Close-up of the layout:
Bar = 5 um. Window x 66 to 86, y 96 to 116 um. Cells in gray, sequential cells in the stronger gray; small squares are vias.
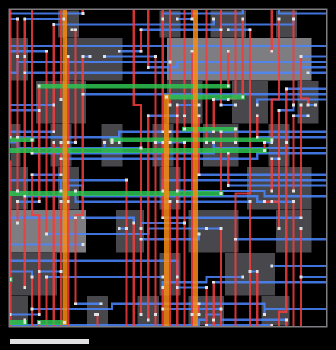
Ports around the boundary:
Bar = 50 um. Pins as bars across the die edge, other pins in gray.
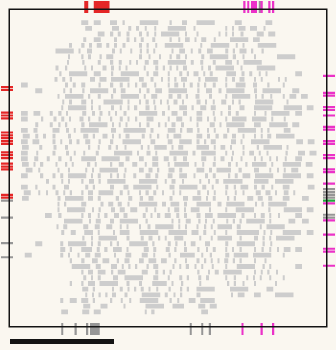
**src/rtl/fp_pack_round.sv**
```systemverilog
// Sequential IEEE-754 single-precision packer: iterative normalization (one shift
// per cycle), round-to-nearest-even, exception flags, valid/ready on both sides.
module fp_pack_round #(
  parameter int unsigned EXP_W  = 10,
  parameter int unsigned MANT_W = 28
) (
  input  logic              clk,
  input  logic              rst_n,
  input  logic              in_valid,
  output logic              in_ready,
  input  logic              in_sign,
  input  logic [EXP_W-1:0]  in_exp,
  input  logic [MANT_W-1:0] in_mant,
  input  logic              in_nan,
  input  logic              in_inf,
  input  logic              in_zero,
  output logic              out_valid,
  input  logic              out_ready,
  output logic [31:0]       out_fp,
  output logic              out_overflow,
  output logic              out_underflow,
  output logic              out_inexact
);

  localparam int unsigned CARRY = MANT_W - 1;
  localparam int unsigned HID   = MANT_W - 2;
  localparam int unsigned HI_W  = MANT_W - 3;

  localparam logic signed [EXP_W-1:0] EXP_ONE  = EXP_W'(1);
  localparam logic signed [EXP_W-1:0] EXP_DEEP = EXP_W'(-26);
  localparam logic signed [EXP_W-1:0] EXP_MAX  = EXP_W'(255);

  localparam logic [1:0] S_IDLE  = 2'd0;
  localparam logic [1:0] S_NORM  = 2'd1;
  localparam logic [1:0] S_ROUND = 2'd2;
  localparam logic [1:0] S_OUT   = 2'd3;

  logic [1:0]              state_q,     state_d;
  logic                    in_ready_q,  in_ready_d;
  logic                    sign_q,      sign_d;
  logic signed [EXP_W-1:0] exp_q,       exp_d;
  logic [MANT_W-1:0]       mant_q,      mant_d;
  logic                    out_valid_q, out_valid_d;
  logic [31:0]             out_fp_q,    out_fp_d;
  logic                    ovf_q,       ovf_d;
  logic                    udf_q,       udf_d;
  logic                    inx_q,       inx_d;

  // Rounding datapath, only consumed in ROUND
  logic                    rnd_g, rnd_rs, rnd_lsb, rnd_up, rnd_carry, rnd_hid, rnd_inx;
  logic [HI_W-1:0]         rnd_sum;
  logic [22:0]             rnd_frac;
  logic signed [EXP_W-1:0] rnd_exp;
  logic [7:0]              rnd_ef;

  always_comb begin
    rnd_lsb   = mant_q[3];
    rnd_g     = mant_q[2];
    rnd_rs    = mant_q[1] | mant_q[0];
    rnd_up    = rnd_g & (rnd_rs | rnd_lsb);
    rnd_inx   = rnd_g | rnd_rs;
    rnd_sum   = mant_q[CARRY:3] + HI_W'(rnd_up);
    rnd_carry = rnd_sum[HI_W-1];
    rnd_hid   = rnd_sum[HI_W-1] | rnd_sum[HI_W-2];
    rnd_frac  = rnd_carry ? rnd_sum[HI_W-2:1] : rnd_sum[HI_W-3:0];
    rnd_exp   = rnd_carry ? exp_q + EXP_ONE : exp_q;
    rnd_ef    = rnd_hid ? rnd_exp[7:0] : 8'h00;
  end

  // Next-state and datapath control
  always_comb begin
    state_d     = state_q;
    in_ready_d  = in_ready_q;
    sign_d      = sign_q;
    exp_d       = exp_q;
    mant_d      = mant_q;
    out_valid_d = out_valid_q;
    out_fp_d    = out_fp_q;
    ovf_d       = ovf_q;
    udf_d       = udf_q;
    inx_d       = inx_q;

    case (state_q)
      S_IDLE: begin
        if (in_valid) begin
          in_ready_d = 1'b0;
          sign_d     = in_sign;
          exp_d      = $signed(in_exp);
          mant_d     = in_mant;
          ovf_d      = 1'b0;
          udf_d      = 1'b0;
          inx_d      = 1'b0;
          if (in_nan || in_inf || in_zero || (in_mant == '0)) begin
            if (in_nan) begin
              out_fp_d = 32'h7FC0_0000;
            end else if (in_inf) begin
              out_fp_d = {in_sign, 8'hFF, 23'h0};
            end else begin
              out_fp_d = {in_sign, 31'h0};
            end
            out_valid_d = 1'b1;
            state_d     = S_OUT;
          end else if ($signed(in_exp) <= EXP_DEEP) begin
            // Too small to reach even the smallest subnormal: keep only sticky
            mant_d  = MANT_W'(1);
            exp_d   = EXP_ONE;
            state_d = S_ROUND;
          end else begin
            state_d = S_NORM;
          end
        end
      end

      S_NORM: begin
        if (mant_q[CARRY] || (exp_q < EXP_ONE)) begin
          mant_d = {1'b0, mant_q[CARRY:2], mant_q[1] | mant_q[0]};
          exp_d  = exp_q + EXP_ONE;
        end else if (!mant_q[HID] && (exp_q > EXP_ONE)) begin
          mant_d = {mant_q[CARRY-1:0], 1'b0};
          exp_d  = exp_q - EXP_ONE;
        end else begin
          state_d = S_ROUND;
        end
      end

      S_ROUND: begin
        if (rnd_exp >= EXP_MAX) begin
          out_fp_d = {sign_q, 8'hFF, 23'h0};
          ovf_d    = 1'b1;
          udf_d    = 1'b0;
          inx_d    = 1'b1;
        end else begin
          out_fp_d = {sign_q, rnd_ef, rnd_frac};
          ovf_d    = 1'b0;
          udf_d    = (rnd_ef == 8'h00) && rnd_inx;
          inx_d    = rnd_inx;
        end
        out_valid_d = 1'b1;
        state_d     = S_OUT;
      end

      S_OUT: begin
        if (out_ready) begin
          out_valid_d = 1'b0;
          in_ready_d  = 1'b1;
          state_d     = S_IDLE;
        end
      end

      default: begin
        state_d     = S_IDLE;
        in_ready_d  = 1'b1;
        out_valid_d = 1'b0;
      end
    endcase
  end

  always_ff @(posedge clk or negedge rst_n) begin
    if (!rst_n) begin
      state_q     <= S_IDLE;
      in_ready_q  <= 1'b1;
      sign_q      <= 1'b0;
      exp_q       <= '0;
      mant_q      <= '0;
      out_valid_q <= 1'b0;
      out_fp_q    <= '0;
      ovf_q       <= 1'b0;
      udf_q       <= 1'b0;
      inx_q       <= 1'b0;
    end else begin
      state_q     <= state_d;
      in_ready_q  <= in_ready_d;
      sign_q      <= sign_d;
      exp_q       <= exp_d;
      mant_q      <= mant_d;
      out_valid_q <= out_valid_d;
      out_fp_q    <= out_fp_d;
      ovf_q       <= ovf_d;
      udf_q       <= udf_d;
      inx_q       <= inx_d;
    end
  end

  assign in_ready      = in_ready_q;
  assign out_valid     = out_valid_q;
  assign out_fp        = out_fp_q;
  assign out_overflow  = ovf_q;
  assign out_underflow = udf_q;
  assign out_inexact   = inx_q;

endmodule

```
**config.mk**
```make
export PLATFORM = sky130hd
export DESIGN_NAME = fp_pack_round
export DESIGN_NICKNAME = d
export VERILOG_FILES = /design/src/rtl/fp_pack_round.sv
export SDC_FILE = /design/constraint.sdc
export NUM_CORES = 1
export LEC_CHECK = 0
export ABC_AREA = 1
export CAP_MARGIN = 20
export CELL_PAD_IN_SITES_DETAIL_PLACEMENT = 2
export CELL_PAD_IN_SITES_GLOBAL_PLACEMENT = 2
export CORE_MARGIN = 4
export CORE_UTILIZATION = 27
export DETAILED_ROUTE_END_ITERATION = 6
export PLACE_DENSITY = 0.81
export RECOVER_POWER = 25
export SYNTH_ARGS = -nofsm -noshare
export SYNTH_HDL_FRONTEND = slang
export SYNTH_SLANG_ARGS = --single-unit
```
**constraint.sdc**
```tcl
create_clock -name clk -period 2.5 [get_ports clk]
set_input_delay 0.25 -clock clk [delete_from_list [all_inputs] [get_ports clk]]
set_output_delay 0.25 -clock clk [all_outputs]
set_load 0.05 [all_outputs]
```
==> results.cfg <==
; flow metrics
[final_timing]
fin_skew_ns = 0.00999
setup_viol = 1
setup_ws_ns = -0.0399
hold_viol_final = 0

[critical_path]
ff2ff_path_depth = 20
required_ns = 2.73
crit_arrival_ns = 2.77
worstSetupStartpointType = register

[outcome]
status = finished with violations
violations = negative setup slack

[global_route]
grt_start_max_net_pins = 47
overflow = 0

[synth]
mux_area_frac = 0.00202
ys_ff = 78
edf_count = 0
top_area_cell = dfrtp_1
yosysWarnings = 0
syn_area_per_cell_um2 = 6.54
ys_area_mm2 = 0.00557

[finish]
fin_cells = 1254
finish.utilization = 0.384
nClkBuffers = 13

[floorplanning]
die_area_mm2 = 0.0230
core_mm2 = 0.0202

[placement]
dp_hpwl_um = 17100

[clock_tree]
cts_root_buffer = clkbuf_16
clockBufferDepth = 2
htreeDepth = 3

[job]
drv_cap = 0
## Picture notes: 'close-up of the layout'
legend:
  orange:
    layer: metal 4
  green:
    layer: metal 3
  red:
    layer: metal 2
  blue:
    layer: metal 1
cells with their middle in the window: 32
netlist names of flops here include: mant_q (2)
most frequent: nand2_1 (9), nand4_1 (3), xor2_1 (3)
sequential cells in the window: 2

## Picture notes: 'ports around the boundary'
legend:
  red:
    port: in_mant
    pins: 28
    direction: input
    edge: 18 left, 10 top
  green:
    port: in_sign
    pins: 1
    direction: input
    edge: right
  magenta:
    port: out_fp
    pins: 32
    direction: output
    edge: 21 right, 8 top, 3 bottom
port buffer count: 82
Die Y: 152 um

-- worst reg2reg max path: stages, from the launching register on --
cell	delay, ns
dfrtp_1	0.39
nand2_2	0.09
inv_2	0.07
ha_4	0.14
nand3_4	0.07
inv_2	0.09
nand2_4	0.06
inv_4	0.08
nand3_4	0.20
buf_4	0.22
nand3_1	0.08
nand2_1	0.09
nand2_1	0.08
nor2_1	0.05
nand2_1	0.10
nand2_4	0.09
buf_12	0.15
nand2_8	0.12
nand2_2	0.07
nand2_1	0.09
nand2_1	0.09
-- repair_timing --
action / 4_1_cts / 5_1_grt
hold buffers: 1 / 0
hold endpoints to repair: 39 / 0
setup buffers: 0 / 15
pin swaps: 0 / 14
setup endpoints to repair: 60 / 63
cloned: 1 / 3
resized: 8 / 55
-- layer usage --
layer	vias to the layer above	track usage	share of wire
met2	142	0.331	0.49
li1	3015	-	-
met4	0	0.0562	0.021
met1	3250	0.286	0.45
met3	39	0.0241	0.041
met5	-	0	0
-- synth_stat cells (4+ instances only) --
cell	n
a211oi_1	8
dfrtp_1	77
xor2_1	24
inv_2	5
buf_2	7
o21ai_0	87
clkbuf_1	18
a21oi_1	17
nor4_1	5
a22oi_1	4
nor2_1	90
o211ai_1	4
a31oi_1	6
buf_4	4
nand3_1	64
nor3_1	15
nand4_1	13
nand2_1	282
nor2_2	5
ha_1	8
inv_1	76
-- flip-flops by register name, summed over array words and instances, names as in the netlist --
| register | cells |
|---|---|
| out_fp | 32 |
| out_valid | 1 |
| mant_q | 28 |
| sign_q | 1 |
| exp_q | 10 |
| out_overflow | 1 |
| out_inexact | 1 |
| in_ready | 1 |
| state_q | 2 |
| out_underflow | 1 |
-- power breakdown --
part           internal, uW  switching, uW  leakage, uW
Clock                   957            571     0.000166
Sequential             1880            517     0.000973
Combinational          2620           5430      0.00254
Power figures rest on the tool's default switching activity, not on a simulated workload.
